Layout detail:
Region (66, 33) to (96, 63) um. Cells in gray, sequential cells in the stronger gray; small squares are vias.
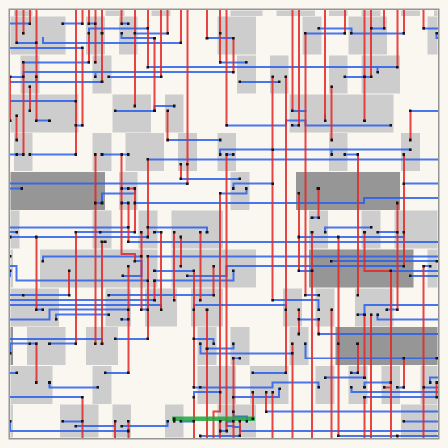
Routing congestion map:
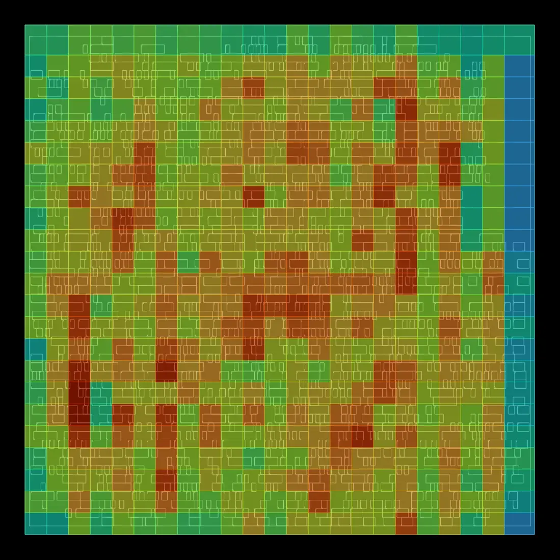
===== src/rtl/conv_stream.sv =====
// -----------------------------------------------------------------------------
// conv_stream
//   Full linear convolution of two K-element vectors, y[n] = sum_i a[i]*h[n-i]
//   for n = 0..2K-2, using one multiply-accumulate per clock. Each output
//   sample takes K MAC cycles and is presented for one cycle on y_out/y_idx
//   with y_valid. The datapath is AW bits wide, so it never overflows.
//
//   Handshake: start is a request that is only sampled in IDLE; it is
//   accepted at the edge where start=1 and the FSM is IDLE (and rst=0), and
//   operands/signed_mode are captured at that same edge. y_valid is a
//   one-cycle strobe with no back-pressure; y_out/y_idx hold between strobes.
//   done pulses for one cycle at the end of each job; busy covers the job
//   from the cycle after acceptance through the done cycle.
//
// Ports
//   clk          rising-edge clock
//   rst          synchronous active-high reset (aborts any job)
//   start        job request, sampled only in IDLE
//   signed_mode  1 = two's-complement operands, 0 = unsigned
//   a_vec        signal vector, element i at [i*DW +: DW]
//   h_vec        kernel vector, same packing
//   y_out        convolution sample y[y_idx]
//   y_idx        output index n
//   y_valid      one-cycle strobe qualifying y_out/y_idx
//   busy         job in progress
//   done         one-cycle end-of-job pulse
// -----------------------------------------------------------------------------
module conv_stream #(
    parameter  int DW = 9,
    parameter  int K  = 3,
    localparam int AW = 2 * DW + $clog2(K),
    localparam int IW = $clog2(2 * K - 1)
) (
    input  logic            clk,
    input  logic            rst,
    input  logic            start,
    input  logic            signed_mode,
    input  logic [K*DW-1:0] a_vec,
    input  logic [K*DW-1:0] h_vec,
    output logic [AW-1:0]   y_out,
    output logic [IW-1:0]   y_idx,
    output logic            y_valid,
    output logic            busy,
    output logic            done
);

    localparam int KW = $clog2(K);
    localparam logic [KW-1:0] I_LAST = KW'(K - 1);
    localparam logic [IW-1:0] N_LAST = IW'(2 * K - 2);

    typedef enum logic [1:0] {
        S_IDLE = 2'd0,
        S_RUN  = 2'd1,
        S_DONE = 2'd2
    } state_t;

    // state_q is the observation point for the FSM
    state_t state_q, state_d;

    logic [DW-1:0] a_q [K];
    logic [DW-1:0] a_d [K];
    logic [DW-1:0] h_q [K];
    logic [DW-1:0] h_d [K];
    logic          sgn_q, sgn_d;
    logic [KW-1:0] i_q, i_d;
    logic [IW-1:0] n_q, n_d;
    logic          fin_q, fin_d;      // last MAC issued; one drain cycle left in RUN
    logic [AW-1:0] acc_q, acc_d;
    logic [AW-1:0] y_out_q, y_out_d;
    logic [IW-1:0] y_idx_q, y_idx_d;
    logic          y_valid_q, y_valid_d;

    logic          accept;
    logic [IW:0]   diff;
    logic          h_in_range;
    logic [KW-1:0] h_sel;
    logic [AW-1:0] a_ext, h_ext, prod, sum;

    function automatic logic [AW-1:0] ext(input logic [DW-1:0] x, input logic s);
        return s ? {{(AW-DW){x[DW-1]}}, x} : {{(AW-DW){1'b0}}, x};
    endfunction

    assign accept = (state_q == S_IDLE) && start;

    // ---------------- FSM: state register ----------------
    always_ff @(posedge clk) begin
        if (rst) begin
            state_q <= S_IDLE;
        end else begin
            state_q <= state_d;
        end
    end

    // ---------------- FSM: next state ----------------
    always_comb begin
        state_d = state_q;
        case (state_q)
            S_IDLE:  if (start) state_d = S_RUN;
            S_RUN:   if (fin_q) state_d = S_DONE;
            S_DONE:  state_d = S_IDLE;
            default: state_d = S_IDLE;
        endcase
    end

    // ---------------- FSM: outputs ----------------
    always_comb begin
        busy = (state_q != S_IDLE);
        done = (state_q == S_DONE);
    end

    // ---------------- MAC term selection ----------------
    // h index is n-i; terms with n<i or n-i>=K contribute zero.
    always_comb begin
        diff       = {1'b0, n_q} - (IW + 1)'(i_q);
        h_in_range = !diff[IW] && (diff[IW-1:0] < IW'(K));
        h_sel      = diff[KW-1:0];
        a_ext      = ext(a_q[i_q], sgn_q);
        h_ext      = h_in_range ? ext(h_q[h_sel], sgn_q) : '0;
        // Low AW bits of the product are exact for both signed and unsigned.
        prod       = a_ext * h_ext;
        sum        = acc_q + prod;
    end

    // ---------------- datapath next state ----------------
    always_comb begin
        a_d       = a_q;
        h_d       = h_q;
        sgn_d     = sgn_q;
        i_d       = i_q;
        n_d       = n_q;
        fin_d     = fin_q;
        acc_d     = acc_q;
        y_out_d   = y_out_q;
        y_idx_d   = y_idx_q;
        y_valid_d = 1'b0;

        if (accept) begin
            for (int k = 0; k < K; k++) begin
                a_d[k] = a_vec[k*DW +: DW];
                h_d[k] = h_vec[k*DW +: DW];
            end
            sgn_d = signed_mode;
            i_d   = '0;
            n_d   = '0;
            fin_d = 1'b0;
            acc_d = '0;
        end else if (state_q == S_RUN && !fin_q) begin
            if (i_q == I_LAST) begin
                y_out_d   = sum;
                y_idx_d   = n_q;
                y_valid_d = 1'b1;
                acc_d     = '0;
                i_d       = '0;
                if (n_q == N_LAST) begin
                    fin_d = 1'b1;
                end else begin
                    n_d = n_q + IW'(1);
                end
            end else begin
                acc_d = sum;
                i_d   = i_q + KW'(1);
            end
        end
    end

    always_ff @(posedge clk) begin
        if (rst) begin
            for (int k = 0; k < K; k++) begin
                a_q[k] <= '0;
                h_q[k] <= '0;
            end
            sgn_q     <= 1'b0;
            i_q       <= '0;
            n_q       <= '0;
            fin_q     <= 1'b0;
            acc_q     <= '0;
            y_out_q   <= '0;
            y_idx_q   <= '0;
            y_valid_q <= 1'b0;
        end else begin
            a_q       <= a_d;
            h_q       <= h_d;
            sgn_q     <= sgn_d;
            i_q       <= i_d;
            n_q       <= n_d;
            fin_q     <= fin_d;
            acc_q     <= acc_d;
            y_out_q   <= y_out_d;
            y_idx_q   <= y_idx_d;
            y_valid_q <= y_valid_d;
        end
    end

    assign y_out   = y_out_q;
    assign y_idx   = y_idx_q;
    assign y_valid = y_valid_q;

endmodule

===== config.mk =====
export PLATFORM = sky130hd
export DESIGN_NAME = conv_stream
export DESIGN_NICKNAME = d
export VERILOG_FILES = /design/src/rtl/conv_stream.sv
export SDC_FILE = /design/constraint.sdc
export NUM_CORES = 1
export LEC_CHECK = 0
export ABC_AREA = 1
export CAP_MARGIN = 15
export CELL_PAD_IN_SITES_DETAIL_PLACEMENT = 1
export CELL_PAD_IN_SITES_GLOBAL_PLACEMENT = 1
export CORE_UTILIZATION = 40
export DETAILED_ROUTE_END_ITERATION = 12
export HOLD_SLACK_MARGIN = 0.06
export PLACE_DENSITY_LB_ADDON = 0.1
export SLEW_MARGIN = 20
export SYNTH_ARGS = -nofsm -noshare
export SYNTH_HDL_FRONTEND = slang
export SYNTH_SLANG_ARGS = --single-unit

===== constraint.sdc =====
create_clock -name clk -period 8.05 [get_ports clk]
set_input_delay 1.61 -clock clk [delete_from_list [all_inputs] [get_ports clk]]
set_output_delay 1.61 -clock clk [all_outputs]
set_load 0.01 [all_outputs]

==> impl_metrics.py <==
# Generated from Yosys and OpenROAD reports
metrics = {
    "run_status": {
        "status": "finished, final reports clean",
    },
    "run": {
        "log.warning_count": 30,
        "max_cap_viol_count": 0,
    },
    "setup_path": {
        "crit_end": "acc_q[13]",
        "worstPathMaxFanout": 8,
        "slowest_stage": "fa_1",
        "setup.worst_path.start_class": "register",
        "worstPathRequired_ns": 8.33,
        "r2r_slack_ns": 0.46,
        "path_buffers": 7,
        "critPathKind": "reg2reg",
        "slowest_delay_ns": 0.52,
        "crit_family": "adder cells",
        "setup.worst_path.start": "n_q[0]",
        "rr_worst_depth": 30,
        "rr_endpoint": "acc_q[13]",
        "worst_ep_arrival_time_ns": 7.87,
        "cp-end-kind": "register",
        "cp.depth": 30,
        "cpMostUsedCell": "fa_1",
        "timing.rr.start": "n_q[0]",
    },
    "synthesis": {
        "edf_count": 0,
        "postSynth.asyncResetShare_pct": 0,
        "synth_seq_share_pct": 21.1,
        "numSynthFlops": 107,
        "ys_warn_count": 0,
        "syn_area_mm2": 0.0102,
        "ff_type": "dfxtp_1",
        "synth_nets": 1574,
        "ys_cells": 1296,
        "ys_area_mm2": 0.0102,
        "synth.avg_cell_area_um2": 7.84,
        "syn-instance-count": 1296,
        "ys_types": 41,
    },
    "cts": {
        "worstSkewPairLatency_ns": 0.37,
        "path_clk_slew_ns": 0.08,
        "ctsHtreeMaxLevel": 3,
        "cts_num_sinks": 107,
        "numCtsBuffers": 9,
        "clk_path_buf_depth": 2,
        "ctsHoldBuffers": 0,
        "cts_tree": "yes",
        "cts_root_buf": "clkbuf_16",
    },
    "global_route": {
        "grt_pass1_vias": 9276,
        "overflow": 0,
        "grt_pass1_wl_mm": 48.2,
        "antenna_found_initial": 0,
        "grt_max_degree": 62,
    },
    "power_and_ir_drop": {
        "clockPowerShare_pct": 23.2,
        "pwr-share-seq_pct": 30.2,
        "p_sw_share_pct": 42.1,
        "power.density_mw_per_mm2": 165,
        "p_sw_uw": 818,
        "totalPowerFinal_uw": 1940,
        "vdd_drop_max_v": 0.000108,
        "internal_power_uw": 1120,
        "power_leakage_uw": 0.00570,
        "comb_power_share_pct": 46.5,
    },
    "final_timing": {
        "slew_violations": 0,
        "final.setup.tns_ns": 0,
        "hold_violations": 0,
        "post-route-period-util_pct": 94.3,
        "worstMarginPinSlew_ns": 0.976,
        "fin_ws_ns": 0.459,
        "slew_headroom_pct": 34.9,
        "fin_skew_ns": 0.0173,
        "setup_viol": 0,
        "post-route-min-period_ns": 7.59,
        "max_freq_ghz": 0.132,
        "fin_hold_ws_ns": 0.467,
    },
    "die": {
        "n_tap_cell": 324,
        "num_rows": 57,
        "initCoreUtil_pct": 41.3,
        "fp.dieW_um": 161,
        "ios": 84,
        "die_height_um": 161,
        "die-area_mm2": 0.0260,
        "coreArea_mm2": 0.0246,
    },
    "final_layout": {
        "buffers_excl_clock": 111,
        "comb_area_share_pct": 59.6,
        "final.fill_count": 3028,
        "combGateArea_mm2": 0.00703,
        "diodes": 0,
        "sh_seq_area_pct": 18.2,
        "clk_share_pct": 2.42,
        "bufAreaShareNonClock_pct": 8.82,
        "final_nets": 1659,
        "seqCellArea_mm2": 0.00214,
        "nClkBuffers": 10,
        "final_cell_area_mm2": 0.0118,
        "n_all_inverters": 239,
        "nFlopsAndLatches": 107,
        "comb_cells": 913,
        "area_growth_pct": 16.2,
        "layout.cells.non_filler": 1710,
        "drive_above_1_share_pct": 7.43,
        "layout_top_cells": "nor2_1, inv_1, nand2_1",
        "largest_cell_class": "combinational gates",
        "final_common_cell": "nor2_1",
    },
    "placement": {
        "gp_congestion": 0.856,
        "place_ws_ns": 0.0913,
        "port_buffers": 83,
        "place_area_mm2": 0.0114,
        "dp_hpwl_mm": 23.6,
        "dp.cells": 1688,
    },
    "drt": {
        "via_per_inst": 4.84,
        "drcViolationCount": 0,
        "ant_nets": 0,
        "firstDrtPassIters": 5,
        "via_count": 8280,
        "wl_mm": 28.5,
        "drtIter0Drc": 348,
    },
    "min_path": {
        "holdCritPathClass": "reg2reg",
        "min_from": "fin_q",
        "hold_depth": 2,
        "min_to": "state_q[1]",
    },
}
## Picture notes: 'layout detail'
red -> met2
blue -> met1
green -> met3
most frequent = nor2_1 (18), buf_4 (8), clkinv_1 (5)
cells with their middle in the window = 62
netlist names of flops here include = `h_q` (3), `i_q` (1)
sequential cells in the window = 4

## Picture notes: 'routing congestion map'
wire per inst: 16.7 um
final core utilization: 48.0%
total track usage: 23.8%

## power groups by stage
stage | combinational [uW] | sequential, uW | clock (uW)
floorplan | 608 | 593 | 0
global placement | 862 | 599 | 0
detailed placement | 871 | 600 | 0
CTS | 900 | 588 | 464
global route | 1040 | 592 | 484
finish | 904 | 587 | 452
## Yosys cell counts (all sizes together), types with 6 or more instances
| cell | n | area share [%] |
|---|---|---|
| nor2 | 277 | 11 |
| inv | 232 | 8.6 |
| nand2 | 182 | 7.0 |
| fa | 139 | 27 |
| dfxtp | 107 | 21 |
| o21ai | 99 | 5.0 |
| ha | 81 | 10 |
| a21oi | 52 | 2.7 |
| clkbuf | 27 | 1.0 |
| nand3 | 27 | 1.4 |
| xor2 | 15 | 1.3 |
| buf | 10 | 0.63 |
| or2 | 8 | 0.49 |
| clkinv | 7 | 0.26 |
| o21a | 6 | 0.46 |
| xnor2 | 6 | 0.52 |
## state kept, by name, summed over array words and instances (netlist names)
name	cells
a_q	27
acc_q	20
fin_q	1
h_q	27
i_q	2
n_q	3
sgn_q	1
state_q	2
y_idx	3
y_out	20
y_valid	1
## logic make-up (layout without fill, tap and decap cells)
logic type	count (synthesis)	count (layout)	share of synthesized area, %
simple gates	500	500	20.0
xor+xnor	21	21	1.81
flops	107	107	21.1
compound gates	172	172	9.28
buf+inv	276	366	10.5
fa+ha+maj	220	220	37.4
## metal layers
metal / up-vias / track usage [%] / wire length (um)
li1: 4102 / - / -
met1: 4061 / 31.1 / 13200
met2: 104 / 42.0 / 14000
met3: 13 / 3.36 / 1010
met4: 0 / 4.55 / 323
met5: - / 0 / 0
## what timing repair did
item / 4_1_cts / 5_1_grt
endpoints found under the setup margin: 0 / 14
resized: 0 / 31
setup buffers: 0 / 6
Power is estimated from default activity; no workload was simulated.
